**config.mk**
```make
export PLATFORM = sky130hd
export DESIGN_NAME = pll_retune_ctrl_flat
export DESIGN_NICKNAME = d
export VERILOG_FILES = /design/src/rtl/pll_retune_ctrl_pkg.sv /design/src/rtl/pll_retune_ctrl_if.sv /design/src/rtl/pll_retune_ctrl_lock_filter.sv /design/src/rtl/pll_retune_ctrl.sv /design/src/flat_wrapper.sv
export SDC_FILE = /design/constraint.sdc
export NUM_CORES = 1
export LEC_CHECK = 0
export CAP_MARGIN = 20
export CELL_PAD_IN_SITES_DETAIL_PLACEMENT = 0
export CELL_PAD_IN_SITES_GLOBAL_PLACEMENT = 1
export CORE_AREA = 2 2 122 124
export CTS_CLUSTER_SIZE = 8
export DETAILED_ROUTE_END_ITERATION = 8
export DIE_AREA = 0 0 124 126
export PLACE_DENSITY_LB_ADDON = 0.2
export RECOVER_POWER = 100
export SLEW_MARGIN = 20
export SYNTH_ARGS = -nofsm -noshare
export SYNTH_HDL_FRONTEND = slang
export SYNTH_HIERARCHICAL = 1
export SYNTH_SLANG_ARGS = --single-unit
```
**constraint.sdc**
```tcl
create_clock -name sys_clk -period 5.28 [get_ports sys_clk]
set_clock_uncertainty 0.1 [all_clocks]
set_input_delay 1.056 -clock sys_clk [delete_from_list [all_inputs] [get_ports sys_clk]]
set_output_delay 1.056 -clock sys_clk [all_outputs]
set_load 0.05 [all_outputs]
```
**src/rtl/pll_retune_ctrl_pkg.sv**
```systemverilog
`default_nettype none
// ============================================================
// pll_pkg : shared states, widths and default gains for pll_retune_ctrl
// Revision: 1.0
// ============================================================
package pll_pkg;

   typedef enum logic [2:0] {
      IDLE    = 3'd0,
      APPLY   = 3'd1,
      ACQUIRE = 3'd2,
      SETTLE  = 3'd3,
      TRACK   = 3'd4
   } state_t;

   localparam int GAIN_W = 5;
   localparam int CFG_W  = 32;

   localparam logic [GAIN_W-1:0] DEF_KP_ACQ = 5'd17;
   localparam logic [GAIN_W-1:0] DEF_KI_ACQ = 5'd13;
   localparam logic [GAIN_W-1:0] DEF_KP_TRK = 5'd13;
   localparam logic [GAIN_W-1:0] DEF_KI_TRK = 5'd9;

endpackage
`default_nettype wire

```
**src/rtl/pll_retune_ctrl_if.sv**
```systemverilog
`default_nettype none
// ============================================================
// pll_retune_ctrl_if : retune request/response handshake bundle
// Revision: 1.0
// ============================================================
interface pll_retune_ctrl_if;
   import pll_pkg::*;

   logic             req_valid;
   logic             req_ready;
   logic [CFG_W-1:0] req_div_val;
   logic [CFG_W-1:0] req_init_freq;
   logic             resp_valid;
   logic             resp_ok;

   modport master (
      output req_valid, req_div_val, req_init_freq,
      input  req_ready, resp_valid, resp_ok
   );

   modport slave (
      input  req_valid, req_div_val, req_init_freq,
      output req_ready, resp_valid, resp_ok
   );
endinterface
`default_nettype wire

```
**src/rtl/pll_retune_ctrl_lock_filter.sv**
```systemverilog
`default_nettype none
// ============================================================
// pll_lock_filter : saturating consecutive-cycle counter with clear and match
// Revision: 1.0
// ============================================================
module pll_lock_filter #(
   parameter int CNT_W = 16,
   parameter int MATCH = 64
) (
   input  logic clk,
   input  logic rst_n,
   input  logic clr,
   input  logic inc,
   output logic match
);
   logic [CNT_W-1:0] cnt;

   always_ff @(posedge clk) begin
      if (!rst_n || clr) begin
         cnt <= '0;
      end else if (inc && (cnt != {CNT_W{1'b1}})) begin
         cnt <= cnt + 1'b1;
      end
   end

   assign match = (cnt == CNT_W'(MATCH - 1));
endmodule
`default_nettype wire

```
**src/rtl/pll_retune_ctrl.sv**
```systemverilog
`default_nettype none
// ============================================================
// pll_retune_ctrl : DPLL retune sequencer, gain scheduler and lock supervisor
// Optional statistics outputs under PLL_RETUNE_STATS_EN.  Revision: 1.0
// ============================================================
module pll_retune_ctrl
   import pll_pkg::*;
#(
   parameter logic [CFG_W-1:0]  RST_DIV     = 32'd8,
   parameter logic [CFG_W-1:0]  RST_FREQ    = 32'h0100_0000,
   parameter logic [GAIN_W-1:0] KP_ACQ      = DEF_KP_ACQ,
   parameter logic [GAIN_W-1:0] KI_ACQ      = DEF_KI_ACQ,
   parameter logic [GAIN_W-1:0] KP_TRK      = DEF_KP_TRK,
   parameter logic [GAIN_W-1:0] KI_TRK      = DEF_KI_TRK,
   parameter int                RST_CYCLES  = 4,
   parameter int                LOCK_HOLD   = 64,
   parameter int                UNLOCK_FILT = 32,
   parameter int                TIMEOUT_CYC = 4096
) (
   input  logic                sys_clk,
   input  logic                rst_n,
   pll_retune_ctrl_if.slave    req,
   input  logic                lock_in,
   output logic                pll_rst_n,
   output logic [CFG_W-1:0]    div_val,
   output logic [CFG_W-1:0]    initial_freq,
   output logic [GAIN_W-1:0]   kp_shift,
   output logic [GAIN_W-1:0]   ki_shift,
   output logic                busy,
   output logic                locked
`ifdef PLL_RETUNE_STATS_EN
   ,
   output logic [15:0]         relock_cnt,
   output logic [15:0]         timeout_cnt
`endif
);
   state_t      state, nxt;
   logic [7:0]  rst_cnt;
   logic [15:0] tmo_cnt;
   logic        pend;
   logic        accept, timeout, lock_done, reacq;
   logic        hold_match, unlock_match;
   logic        in_acq;

   assign accept = req.req_valid && req.req_ready;
   assign in_acq = (state == ACQUIRE) || (state == SETTLE);

   pll_lock_filter #(.CNT_W(16), .MATCH(LOCK_HOLD)) u_hold (
      .clk   (sys_clk),
      .rst_n (rst_n),
      .clr   ((state != SETTLE) || !lock_in),
      .inc   (state == SETTLE),
      .match (hold_match)
   );

   pll_lock_filter #(.CNT_W(8), .MATCH(UNLOCK_FILT)) u_unlock (
      .clk   (sys_clk),
      .rst_n (rst_n),
      .clr   ((state != TRACK) || lock_in),
      .inc   ((state == TRACK) && !lock_in),
      .match (unlock_match)
   );

   // Timeout wins over lock events; a request in TRACK wins over re-acquire.
   always_comb begin
      nxt       = state;
      timeout   = 1'b0;
      lock_done = 1'b0;
      reacq     = 1'b0;
      case (state)
         IDLE:    if (accept) nxt = APPLY;
         APPLY:   if (rst_cnt == 8'(RST_CYCLES - 1)) nxt = ACQUIRE;
         ACQUIRE: begin
            if (tmo_cnt == 16'(TIMEOUT_CYC - 1)) begin
               timeout = 1'b1;
               nxt     = IDLE;
            end else if (lock_in) begin
               nxt = SETTLE;
            end
         end
         SETTLE: begin
            if (tmo_cnt == 16'(TIMEOUT_CYC - 1)) begin
               timeout = 1'b1;
               nxt     = IDLE;
            end else if (!lock_in) begin
               nxt = ACQUIRE;
            end else if (hold_match) begin
               lock_done = 1'b1;
               nxt       = TRACK;
            end
         end
         TRACK: begin
            if (accept) begin
               nxt = APPLY;
            end else if (unlock_match && !lock_in) begin
               reacq = 1'b1;
               nxt   = ACQUIRE;
            end
         end
         default: nxt = IDLE;
      endcase
   end

   always_ff @(posedge sys_clk) begin
      if (!rst_n) begin
         state          <= IDLE;
         pll_rst_n      <= 1'b0;
         div_val        <= RST_DIV;
         initial_freq   <= RST_FREQ;
         kp_shift       <= KP_ACQ;
         ki_shift       <= KI_ACQ;
         busy           <= 1'b0;
         locked         <= 1'b0;
         req.req_ready  <= 1'b1;
         req.resp_valid <= 1'b0;
         req.resp_ok    <= 1'b0;
         rst_cnt        <= '0;
         tmo_cnt        <= '0;
         pend           <= 1'b0;
      end else begin
         state          <= nxt;
         pll_rst_n      <= (nxt == ACQUIRE) || (nxt == SETTLE) || (nxt == TRACK);
         busy           <= (nxt == APPLY) || (nxt == ACQUIRE) || (nxt == SETTLE);
         locked         <= (nxt == TRACK);
         req.req_ready  <= (nxt == IDLE) || (nxt == TRACK);
         kp_shift       <= ((nxt == SETTLE) || (nxt == TRACK)) ? KP_TRK : KP_ACQ;
         ki_shift       <= ((nxt == SETTLE) || (nxt == TRACK)) ? KI_TRK : KI_ACQ;
         req.resp_valid <= (lock_done || timeout) && pend;
         req.resp_ok    <= lock_done && pend;
         rst_cnt        <= ((state == APPLY) && (nxt == APPLY)) ? rst_cnt + 8'd1 : 8'd0;
         if (in_acq && !timeout) begin
            if (tmo_cnt != 16'hFFFF) tmo_cnt <= tmo_cnt + 16'd1;
         end else begin
            tmo_cnt <= '0;
         end
         if (accept) begin
            div_val      <= req.req_div_val;
            initial_freq <= req.req_init_freq;
            pend         <= 1'b1;
         end else if (lock_done || timeout) begin
            pend <= 1'b0;
         end
      end
   end

`ifdef PLL_RETUNE_STATS_EN
   always_ff @(posedge sys_clk) begin
      if (!rst_n || accept) begin
         relock_cnt  <= '0;
         timeout_cnt <= '0;
      end else begin
         if (reacq && (relock_cnt != 16'hFFFF)) relock_cnt <= relock_cnt + 16'd1;
         if (timeout && (timeout_cnt != 16'hFFFF)) timeout_cnt <= timeout_cnt + 16'd1;
      end
   end
`endif

endmodule
`default_nettype wire
```
**src/flat_wrapper.sv**
```systemverilog
// flat-port wrapper written by rule: the top's interface ports become plain ports
module pll_retune_ctrl_flat import pll_pkg::*;
#(
   parameter logic [CFG_W-1:0]  RST_DIV     = 32'd8,
   parameter logic [CFG_W-1:0]  RST_FREQ    = 32'h0100_0000,
   parameter logic [GAIN_W-1:0] KP_ACQ      = DEF_KP_ACQ,
   parameter logic [GAIN_W-1:0] KI_ACQ      = DEF_KI_ACQ,
   parameter logic [GAIN_W-1:0] KP_TRK      = DEF_KP_TRK,
   parameter logic [GAIN_W-1:0] KI_TRK      = DEF_KI_TRK,
   parameter int                RST_CYCLES  = 4,
   parameter int                LOCK_HOLD   = 64,
   parameter int                UNLOCK_FILT = 32,
   parameter int                TIMEOUT_CYC = 4096
)
  (sys_clk, rst_n, lock_in, pll_rst_n, div_val, initial_freq, kp_shift, ki_shift, busy, locked, req_req_valid, req_req_div_val, req_req_init_freq, req_req_ready, req_resp_valid, req_resp_ok);
  pll_retune_ctrl_if req_i ();
  input  logic sys_clk;
  input  logic rst_n;
  input  logic lock_in;
  output logic pll_rst_n;
  output logic [CFG_W-1:0] div_val;
  output logic [CFG_W-1:0] initial_freq;
  output logic [GAIN_W-1:0] kp_shift;
  output logic [GAIN_W-1:0] ki_shift;
  output logic busy;
  output logic locked;
  input wire logic [$bits(req_i.req_valid)-1:0] req_req_valid;
  input wire logic [$bits(req_i.req_div_val)-1:0] req_req_div_val;
  input wire logic [$bits(req_i.req_init_freq)-1:0] req_req_init_freq;
  output wire logic [$bits(req_i.req_ready)-1:0] req_req_ready;
  output wire logic [$bits(req_i.resp_valid)-1:0] req_resp_valid;
  output wire logic [$bits(req_i.resp_ok)-1:0] req_resp_ok;
  assign req_i.req_valid = req_req_valid;
  assign req_i.req_div_val = req_req_div_val;
  assign req_i.req_init_freq = req_req_init_freq;
  assign req_req_ready = req_i.req_ready;
  assign req_resp_valid = req_i.resp_valid;
  assign req_resp_ok = req_i.resp_ok;
  pll_retune_ctrl #(.RST_DIV(RST_DIV), .RST_FREQ(RST_FREQ), .KP_ACQ(KP_ACQ), .KI_ACQ(KI_ACQ), .KP_TRK(KP_TRK), .KI_TRK(KI_TRK), .RST_CYCLES(RST_CYCLES), .LOCK_HOLD(LOCK_HOLD), .UNLOCK_FILT(UNLOCK_FILT), .TIMEOUT_CYC(TIMEOUT_CYC)) u_core (.sys_clk(sys_clk), .rst_n(rst_n), .req(req_i), .lock_in(lock_in), .pll_rst_n(pll_rst_n), .div_val(div_val), .initial_freq(initial_freq), .kp_shift(kp_shift), .ki_shift(ki_shift), .busy(busy), .locked(locked));
endmodule
```
==> run summary, run 1 <==
Physical implementation status

The highest attainable clock frequency stands at 324.7 MHz. The count of non-filler cells in the finished layout stands at 942. The largest net degree at the start of global routing stands at 74. Once detail routing completed, the nets flagged for antenna violations numbered 0. The register clock-pin slew on the reported worst setup and hold paths stands at 0.06 ns. The post-synthesis cell type count stands at 60.

There are 124 flip-flops and latches. For the worst-skew pair, the clock arrives at the later sink with an insertion delay of 0.42 ns. The first-iteration detailed-routing DRC count stands at 235. After synthesis, the share of flip-flops with an asynchronous set or reset is 0%. Of all power groups, the one with the highest power is the clock network. Setup repair after global routing left no endpoint under its margin. The pre-antenna-repair detailed-routing pass consisted of 4 iterations. For this design, Yosys synthesis ends with a cell count of 612.

The data arrival time of the critical path stands at 3.31 ns. The tool warning count for the run is 26. CTS added clock buffers totalling 17.

The initial antenna violation count stands at 0. The final critical path time including I/O delays and setup stands at 3.080 ns. The maximum clock insertion buffer count stands at 2. The path class of the tightest hold or removal check is flip-flop to flip-flop. The largest fanout of any net on the critical path stands at 48. Among all flip-flop cells after synthesis, the most frequent one is dfxtp_1. The path with the worst hold slack has its endpoint at u_core/rst_cnt[0].

The power per unit of standard cell area stands at 352.8 nW/µm². After routing the design area is 7492 µm². The count of warnings emitted by yosys stands at 6. The total instance count after detailed placement stands at 910. STA on the placed design reports a worst setup slack of 2.246 ns. After synthesis, the cell types taking the most area are dfxtp_1, nand2_1, a21boi_0.

The timing report shows that the slowest cell on the worst path is and2_0. The worst hold path cell count stands at 1. Registers take 2482 µm². Logic depth along the worst register-to-register path is recorded as 5. The final layout contains 817 nets. The power report attributes to the sequential group a share of 37.5%. The number of global-route vias before repair stands at 4,447. For the pin with the worst max-slew slack, the measured transition is 1.059 ns. According to the tapcell log, the count of inserted taps is 184.

The die covers 15,620 µm². The final HPWL from detailed placement stands at 9293 µm. For reference, the top cells by count after synthesis are nand2_1, dfxtp_1, a21boi_0, a21oi_1, nand3_1. The script logs the ratio of routed vias to standard cells as 4.963. The standard cell area after detailed placement stands at 6864 µm². The synthesis run shows multiplexers occupying 1.307% of the cell area. Per the post-synthesis stats, the area per cell is 8.758 µm².

The fraction of the yosys area taken by sequential cells stands at 46.31%. The final-layout clock-cell area share stands at 8.985%. The total overflow left after global routing is 0. The max-slew check reports its worst relative slack as 29.21%. STA classifies the critical path startpoint as a primary input. The flow reports that the clock network draws 50.1% of the design power. For reference, simple AND, OR, NAND and NOR cells occupy 28.97% of the area reported after synthesis. The clock tree has to reach 124 sinks.

The initial cell density of the core stands at 37.45%. The post-route core utilization stands at 52.34%. The leakage dissipation stands at 0.002895 µW.

Endpoints failing hold in the final report were tallied at 0. Synthesis produced 612 cells. For reference, compound AND-OR and OR-AND cells occupy 15.78% of the area reported after synthesis. In the synthesized netlist, the dominant kind of combinational cell is simple AND/OR/NAND/NOR gates.

The share of layout cells above drive strength 1 stands at 7.652%. The flow ran to the end, and the final reports show no timing, DRC or antenna violations. The number of antenna diodes in the final layout is 0. The power report puts the net switching power at 647.1 µW. STA lists the endpoint of the worst register-to-register path as u_core/tmo_cnt[15].

In the final layout, the registers with the most flip-flops are u_core/div_val: 32 flops, u_core/initial_freq: 32 flops. In the final timing run, aggregate negative setup slack is 0 ns. Across all register-to-register paths, the minimum setup slack is 2.71 ns. The worst setup path is captured at a flip-flop. The flip-flop and latch share of the layout cell area stands at 33.13%.

During I/O placement, the number of pins put on the boundary was 148. TritonCTS built the clock tree. The final layout report lists a non-clock inverter count of 10. By instance count after routing, the leading logic cell type is nand2_1.

The count of instances resized after the clock tree is built stands at 0. After synthesis the netlist holds a flip-flop and latch count of 124. The number of maximum-capacitance violations recorded for the run is 0. The buffer and inverter count on the worst path stands at 2. Per report_power, the Sequential row totals 990 µW. Per the CTS log, the root buffer master is clkbuf_16.

The H-tree generated during clock tree synthesis spans 4 levels. In this run the layout overhead on the synthesized area is reported as 39.78%. The number of rows in the core area stands at 44. The share of power burned in combinational logic stands at 12.5%.

For this run, combinational gates with multiple inputs come to 448. The longest individual stage delay on the worst path stands at 0.79 ns. The post-synthesis cell area stands at 5360 µm². The required time of the critical path stands at 5.51 ns. The switching part of the total power stands at 24.48%. The script logs the mean routed wire length per placed instance as 14.19 µm.

The internal cell power stands at 1996 µW. The combinational share of cell area stands at 35.25%. The total power stands at 2643 µW. The kind of cell with the highest combined delay along the critical path is buffers and inverters.

The count of endpoints failing setup in the final report stands at 0. The congestion estimate from routability-driven global placement came to 0.7633. The all-layer global routing usage stands at 17.71%.

The number of buffers inserted by post-CTS setup repair stands at 0. Of the total synthesized cell area, the portion taken by XOR and XNOR cells is 2.614%. In the final layout, excluding clock buffers the buffer count is 144.

The combinational logic power stands at 330 µW. The largest total area in the synthesized netlist belongs to dfxtp_1. The worst setup path is of the primary input to flip-flop kind. The area share of the leading cell type in the synthesized netlist stands at 46.31%. During placement, the flow inserted port buffers numbering 141. The layout has 20 clock buffers. Fill cells in the final layout number 1,336. The final number of max-transition violations stands at 0. The area taken by multi-input combinational cells is reported as 2641 µm².

The count of unresolved DRC violations after routing stands at 0. The most common logic cells in the final layout are nand2_1, dfxtp_1, dlygate4sd3_1. The count of flip-flops with a built-in enable after synthesis stands at 0. The critical path goes through dlygate4sd3_1, and2_0, buf_4, nand2_1, a21boi_0.

The first-pass GRT wire length stands at 21,690 µm. The number of hold buffers added after CTS stands at 0. In the final design, more cell area goes to multi-input combinational cells than to any other class.

Setup slack closes at 2.200 ns. The fraction of cell area in non-clock buffers stands at 19.05%. The clock-net power stands at 1320 µW.

STA lists the startpoint of the worst register-to-register path as u_core/tmo_cnt[15]. The share of the clock period used by the worst path after layout stands at 58.33%. nand2_1 is the most common cell in the netlist. The total cell area reported by yosys after synthesis stands at 5360 µm². The adder-cell share of the synthesized area stands at 0.9337%. The tightest hold margin stands at 0.3509 ns. Per the hold report, the tightest min-delay path originates at u_core/rst_cnt[0].
run 1: worst max path at each step:
stage | startpoint | endpoint | slack [ns] | cells after the start
6_report | req_req_valid | u_core/div_val[26] | 2.20 | 5
2_1_floorplan | rst_n | u_core/ki_shift[2] | 3.15 | 4
5_1_grt | req_req_valid | u_core/div_val[29] | 1.97 | 5
3_3_place_gp | req_req_valid | u_core/ki_shift[2] | 2.27 | 7
3_5_place_dp | req_req_valid | u_core/ki_shift[2] | 2.25 | 7
4_1_cts | u_core/kp_shift[3] | kp_shift[3] | 2.49 | 1
run 1: routing by layer:
metal | global-route usage [%] | routed length [µm] | vias up
met3 | 6.748 | 851 | 15
met5 | 0 | 0 | -
met2 | 29.19 | 6630 | 101
met1 | 20.97 | 5672 | 2189
li1 | - | - | 2370
met4 | 6.147 | 214 | 0
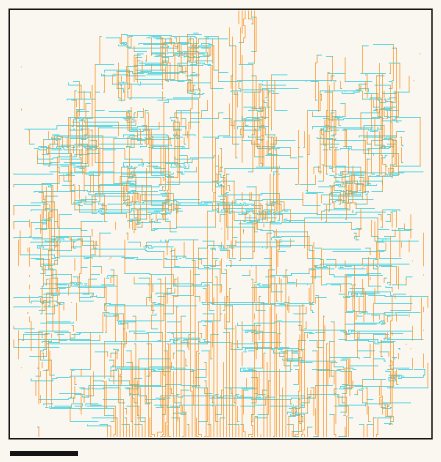
(run_1/metal_stack.png)
Scale bar: 20 µm. Only two layers are drawn.
met2: shown in orange, wire length 6,630 µm. met1: shown in cyan, wire length 5,670 µm.

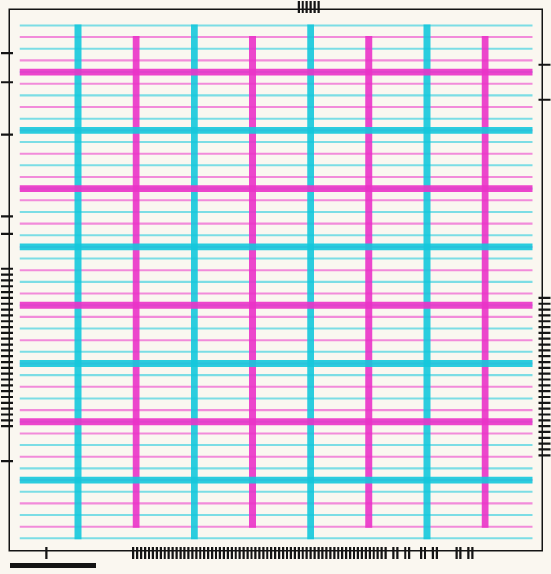
(run_1/pdn.png)
Scale bar: 20 µm. Pins as bars on the die edge.
VSS: shown in cyan. VDD: shown in magenta.
The core has 44 rows. 148 signal pins sit on the boundary.
core region area: 14,310 µm²
die outline width: 124 µm
Die Height: 126 µm
Max IR drop VDD: 0.2192 mV

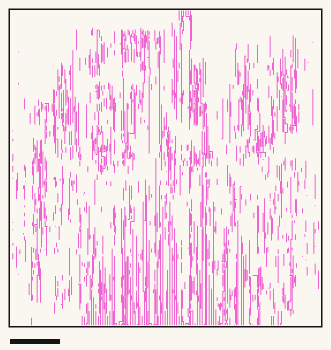
(run_1/met2.png)
Scale bar: 20 µm.
The layer holds 50% of the routed length. 682 nets have wire on it. The wires run mostly vertical.
via count: 4,675
GR Layer Usage met2: 29.19%

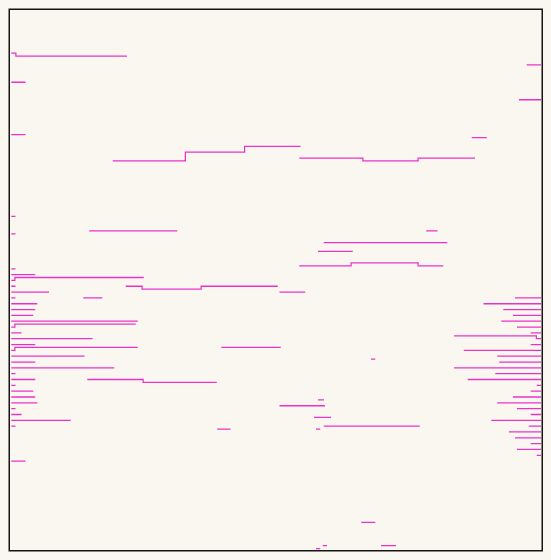
(run_1/met3.png)
The layer carries 852 µm of wire. 77 nets have wire on it. The longest straight run is 29.9 µm. The layer holds 6.4% of the routed length.
post-detailed-routing wire length: 13,370 µm
Global Route met3 Usage: 6.748%

--- run 2 (diff from run 1) ---
- CORE_AREA: 2 2 122 124 -> 2 2 133 135
- DIE_AREA: 0 0 124 126 -> 0 0 135 137
- clock period: 5.28 -> 2.5 ns (I/O delays scaled with it)
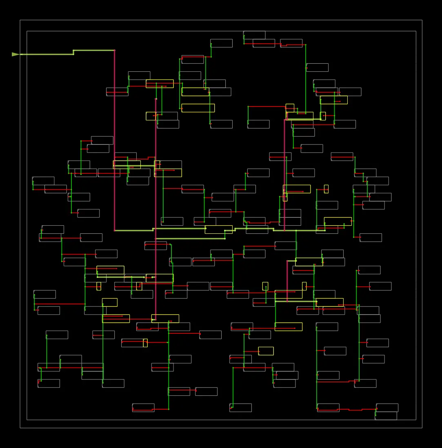
(run_2/final_clocks.png)
Num CTS Buffers: 17
Clock group: 2240 µW

==> run 2 against run 1 <==
Register-to-register slack lost 2.4 ns. Critical path depth is 4 lower. Power grew 91%. Die area increased by 18%. Critical path type is now flip-flop to output pin. Wire length rose by 3.4%. Sequential power increased by 110%. Global-route usage is 2.4 points lower. Synthesized area stayed put. First-iteration DRC count shrank 3.0%. Via count about the same.
==> run summary, run 2 <==
Physical implementation status

Run status: finished clean (unchanged). The count of instances resized after the clock tree is built is 0 (unchanged). The OpenROAD warning count stands at 26 (unchanged). The number of buffers inserted by post-CTS setup repair was 0 (unchanged). The fraction of cell area in non-clock buffers stands at 19.59% (was 19.05%). The number of global-route vias before repair was 4,438 (was 4,447). The share of power burned in combinational logic is 13.9% (was 12.5%). The routed wire length stands at 13,820 µm (was 13,370 µm).

The first-pass GRT wire length is 22,130 µm (was 21,690 µm). The number of search-and-repair iterations in the first detailed-routing pass stands at 6 (was 4). The first-iteration detailed-routing DRC count came to 228 (was 235).

The antenna violation net count after detailed routing is 0 (unchanged). The switching power came to 1327 µW (was 647.1 µW). The number of combinational gates with multiple inputs stands at 448 (unchanged). The post-synthesis cell type count came to 60 (unchanged). The worst hold-check path type was flip-flop to flip-flop (unchanged).

The startpoint kind of the worst setup timing path is a flip-flop (was primary input). The top cell type by total area after synthesis is dfxtp_1 (unchanged). The synthesized area divided by synthesized cell count was 8.758 µm² (unchanged). The largest power group is the clock network (unchanged). The combinational logic power is 703 µW (was 330 µW).

The met2 demand-to-capacity share in global routing was 25.92% (was 29.19%). The global-route met3 utilization stands at 3.889% (was 6.748%). The wire length on met2 is 6541 µm (was 6630 µm). The power share of the sequential group was 41.5% (was 37.5%). The slowest stage cell on the critical path was dlygate4sd3_1 (was and2_0). The required time of the critical path is 1.90 ns (was 5.51 ns). The post-synthesis compound-gate area fraction stands at 15.78% (unchanged). The area of all sequential standard cells stands at 2482 µm² (unchanged). The post-synthesis cell area came to 5360 µm² (unchanged).

The data arrival time of the critical path stands at 1.69 ns (was 3.31 ns). The post-route worst setup slack is 0.2052 ns (was 2.200 ns). The largest voltage drop on the vdd net was 0.4519 mV (was 0.2192 mV). The highest-utilization routing layer at the global route stage was met2 (unchanged).

The maximum clock insertion buffer count stands at 2 (unchanged). The met1 routed wirelength after detailed routing was 6278 µm (was 5672 µm). The multi-input combinational cell area stands at 2639 µm² (was 2641 µm²). The final net count was 820 (was 817). The most common library cell in the layout ignoring fill and taps is nand2_1 (unchanged). The number of I/O port buffers stands at 141 (unchanged).

The final-layout clock-cell area share stands at 7.237% (was 8.985%). Setup repair after global routing missed its margin: no (unchanged). The prevailing post-synth register cell is dfxtp_1 (unchanged). The placeable core region came to 17,060 µm² (was 14,310 µm²). The biggest cell category by area in the final layout is multi-input combinational cells (unchanged). The number of clock sinks was 124 (unchanged). Largest cells by area: dfxtp_1, nand2_1, a21boi_0 (unchanged). The parity-gate share of the synthesized area counting xor and xnor cells stands at 2.614% (unchanged). The leakage dissipation came to 0.002844 µW (was 0.002895 µW). The initial antenna violation count stands at 0 (unchanged). The register clock-pin slew on the reported worst setup and hold paths stands at 0.05 ns (was 0.06 ns). The power per unit of standard cell area stands at 677.5 nW/µm² (was 352.8 nW/µm²). The total instance count after detailed placement stands at 954 (was 910).

The post-synthesis simple-gate area fraction came to 28.97% (unchanged). The insertion delay at the late pin of the worst-skew pair stands at 0.41 ns (was 0.42 ns). The final number of max-transition violations stands at 0 (unchanged). The adder-cell share of the synthesized area stands at 0.9337% (unchanged). The total of fill cells in the finished design is 1,715 (was 1,336). The clock root buffer master is clkbuf_16 (unchanged). The TritonCTS clock tree is yes (unchanged).

The met1 capacity usage during global routing came to 18.41% (was 20.97%). The final antenna diode count was 0 (unchanged). The largest fanout of any net on the critical path stands at 2 (was 48).

The buffer count excluding the clock tree in the final layout stands at 147 (was 144). The I/O pin total stands at 148 (unchanged). The number of clock buffer instances in the layout is 24 (was 20). The final global-route overflow total is 0 (unchanged). The count of max-cap constraint violations stands at 0 (unchanged).

The gate family responsible for the most delay along the worst path is buffers and inverters (unchanged). Top cells by count, synth: nand2_1, dfxtp_1, a21boi_0, a21oi_1, nand3_1 (unchanged).
[run 2: final timing paths]
path	start	endpoint	slack, ns	depth (start not counted)
worst max-delay path	u_core/ki_shift[2]	ki_shift[2]	0.21	1
worst min-delay path	u_core/div_val[6]	u_core/div_val[6]	0.36	2
worst min register to register	u_core/div_val[6]	u_core/div_val[6]	0.36	2
worst max register to register	u_core/u_hold/cnt[0]	u_core/ki_shift[2]	0.30	8
[run 2: cells by family after synthesis]
kind of cell / Yosys count
xor+xnor: 16
simple gates: 297
mux: 7
buf+inv: 44
flops: 124
other cells: 2
compound gates: 118
fa+ha+maj: 4
[run 2: metrics by stage]
step / util (%) / power, µW
final: 43.59 / 5037
after CTS: 43.98 / 5148
after global placement: 40.82 / 2871
after detailed placement: 40.82 / 2881
after global routing: 43.59 / 5244
after floorplan: - / 2574
--- run 3 (diff from run 2) ---
- RECOVER_POWER: 100 -> not set
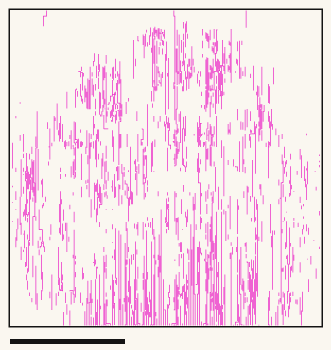
(run_3/met2.png)
Scale bar: 50 µm.
The wires run mostly vertical. The layer carries 6,530 µm of wire. The layer holds 47% of the routed length.

==> run 3 against run 2 <==
Die area stayed put. First-iteration DRC count is 0.44% lower. Non-clock buffer count stayed put. Sequential share of layout area is 0.30 points lower. Global-route usage stayed put. Critical path type unchanged. Critical endpoint unchanged. Largest cell class unchanged.
==> run summary, run 3 <==
Physical implementation status

The count of non-filler cells in the finished layout is 985 (unchanged). The final critical path time including I/O delays and setup was 2.223 ns (was 2.295 ns). The clock-net power is 2240 µW (about the same). The initial cell density of the core stands at 31.43% (unchanged). The power share of the sequential group is 41.3% (was 41.5%).

The number of tap cells added at floorplan stands at 225 (unchanged). The worst hold-check path type is flip-flop to flip-flop (unchanged). The maximum clock insertion buffer count is 2 (unchanged).

The biggest cell category by area in the final layout is multi-input combinational cells (unchanged). The wire length per cell after detailed routing came to 13.98 µm (was 14.03 µm). The number of I/O port buffers stands at 141 (unchanged).

The OpenROAD warning count is 26 (unchanged). The count of unresolved DRC violations after routing stands at 0 (unchanged). The capturing point of the worst reg2reg path was u_core/ki_shift[2] (unchanged). The flip-flop and latch share of the layout cell area came to 33.09% (was 33.39%).

The worst min-delay path endpoint was u_core/div_val[6] (unchanged). The count of instances resized after the clock tree is built stands at 0 (unchanged). The number of H-tree levels stands at 4 (unchanged). The power per unit of standard cell area stands at 676.6 nW/µm² (was 677.5 nW/µm²). The count of endpoints failing setup in the final report was 0 (unchanged). The most frequent cell after synthesis is nand2_1 (unchanged).

The post-synthesis simple-gate area fraction is 28.97% (unchanged). The area growth from synthesis to final layout stands at 39.94% (was 38.70%). The total of fill cells in the finished design was 1,703 (was 1,715). The count of max-cap constraint violations is 0 (unchanged). The total cell area reported by yosys after synthesis stands at 5360 µm² (unchanged). The met1 capacity usage during global routing stands at 18.41% (unchanged). The main logic family after synthesis was simple AND/OR/NAND/NOR gates (unchanged). The worst slew margin relative to its limit stands at 60.03% (was 49.55%). The largest fanout of any net on the critical path stands at 2 (unchanged).

The largest voltage drop on the vdd net was 0.4546 mV (was 0.4519 mV). The largest net degree at the start of global routing came to 66 (unchanged). The number of search-and-repair iterations in the first detailed-routing pass is 5 (was 6). The parity-gate share of the synthesized area counting xor and xnor cells stands at 2.614% (unchanged).

The number of clock buffer instances in the layout is 24 (unchanged). The final global-route overflow total stands at 0 (unchanged). The switching power is 1333 µW (was 1327 µW). The internal cell power stands at 3742 µW (was 3711 µW). The aggregate negative setup slack stands at 0 ns (unchanged). The insertion delay at the late pin of the worst-skew pair was 0.41 ns (about the same). The global placement routability congestion stands at 0.7963 (unchanged). The fraction of the yosys area taken by sequential cells stands at 46.31% (unchanged). The prevailing post-synth register cell is dfxtp_1 (unchanged). The total instance count after detailed placement is 954 (unchanged).

The highest attainable clock frequency came to 449.8 MHz (was 435.8 MHz). The buffer and inverter count on the worst path stands at 1 (unchanged). The number of rows in the core area stands at 48 (unchanged). The final net count is 820 (unchanged). The share of power burned in combinational logic came to 14.5% (was 13.9%). The synthesized area divided by synthesized cell count stands at 8.758 µm² (unchanged). The area of all sequential standard cells stands at 2482 µm² (unchanged). The placeable core region was 17,060 µm² (unchanged). The combinational logic power came to 737 µW (was 703 µW). The post-route core utilization stands at 43.98% (was 43.59%). The I/O pin total stands at 148 (unchanged). The post-synthesis cell type count was 60 (unchanged). The placement-stage worst setup slack stands at 0.2610 ns (unchanged). The switching part of the total power stands at 26.27% (was 26.34%). The longest individual stage delay on the worst path came to 0.83 ns (was 0.89 ns). The startpoint kind of the worst setup timing path was a flip-flop (unchanged).

The multi-input combinational cell area is 2685 µm² (was 2639 µm²). The area of the die stands at 18,500 µm² (unchanged). The cell count listed in synth_stat.txt came to 612 (unchanged). The buffer count excluding the clock tree in the final layout was 147 (unchanged). The combinational share of cell area was 35.80% (was 35.49%). The sequential-cell power consumption is 2100 µW (was 2090 µW). The initial antenna violation count stands at 0 (unchanged). The die outline width came to 135 µm (unchanged). The gate family responsible for the most delay along the worst path was buffers and inverters (unchanged).

Largest registers: u_core/div_val: 32 flops, u_core/initial_freq: 32 flops (unchanged). The clock network fraction of design power stands at 44.2% (was 44.5%). The adder-cell share of the synthesized area stands at 0.9337% (unchanged). The area share of the leading cell type in the synthesized netlist stands at 46.31% (unchanged). Run status: finished clean (unchanged). The first-iteration detailed-routing DRC count is 227 (was 228). The multiplexer share of the synthesized area stands at 1.307% (unchanged). The post-synthesis compound-gate area fraction came to 15.78% (unchanged). The count of flip-flops with a built-in enable after synthesis came to 0 (unchanged). The transition at the pin with the smallest max-transition slack stands at 0.5912 ns (was 0.7567 ns).
==> run 3: cell counts after synthesis <==
No cell type changed its count.
==> run 3: worst max-delay path by stage <==
stage | cells after the start | to | from
after floorplan | 8 | u_core/ki_shift[2] | u_core/u_hold/cnt[0]
after global placement | 6 | u_core/u_unlock/cnt[5] | lock_in
after detailed placement | 6 | u_core/u_unlock/cnt[5] | lock_in
after CTS | 1 | ki_shift[2] | u_core/ki_shift[2]
after global routing | 9 | u_core/ki_shift[2] | u_core/u_unlock/cnt[0]
final | 1 | ki_shift[2] | u_core/ki_shift[2]
==> run 3: layer usage <==
metal	vias to the layer above	share of wire, %
met4	0	2.3
met5	-	0
li1	2368	-
met1	2171	46
met3	17	4.5
met2	110	47
Power figures rest on the tool's default switching activity, not on a simulated workload.
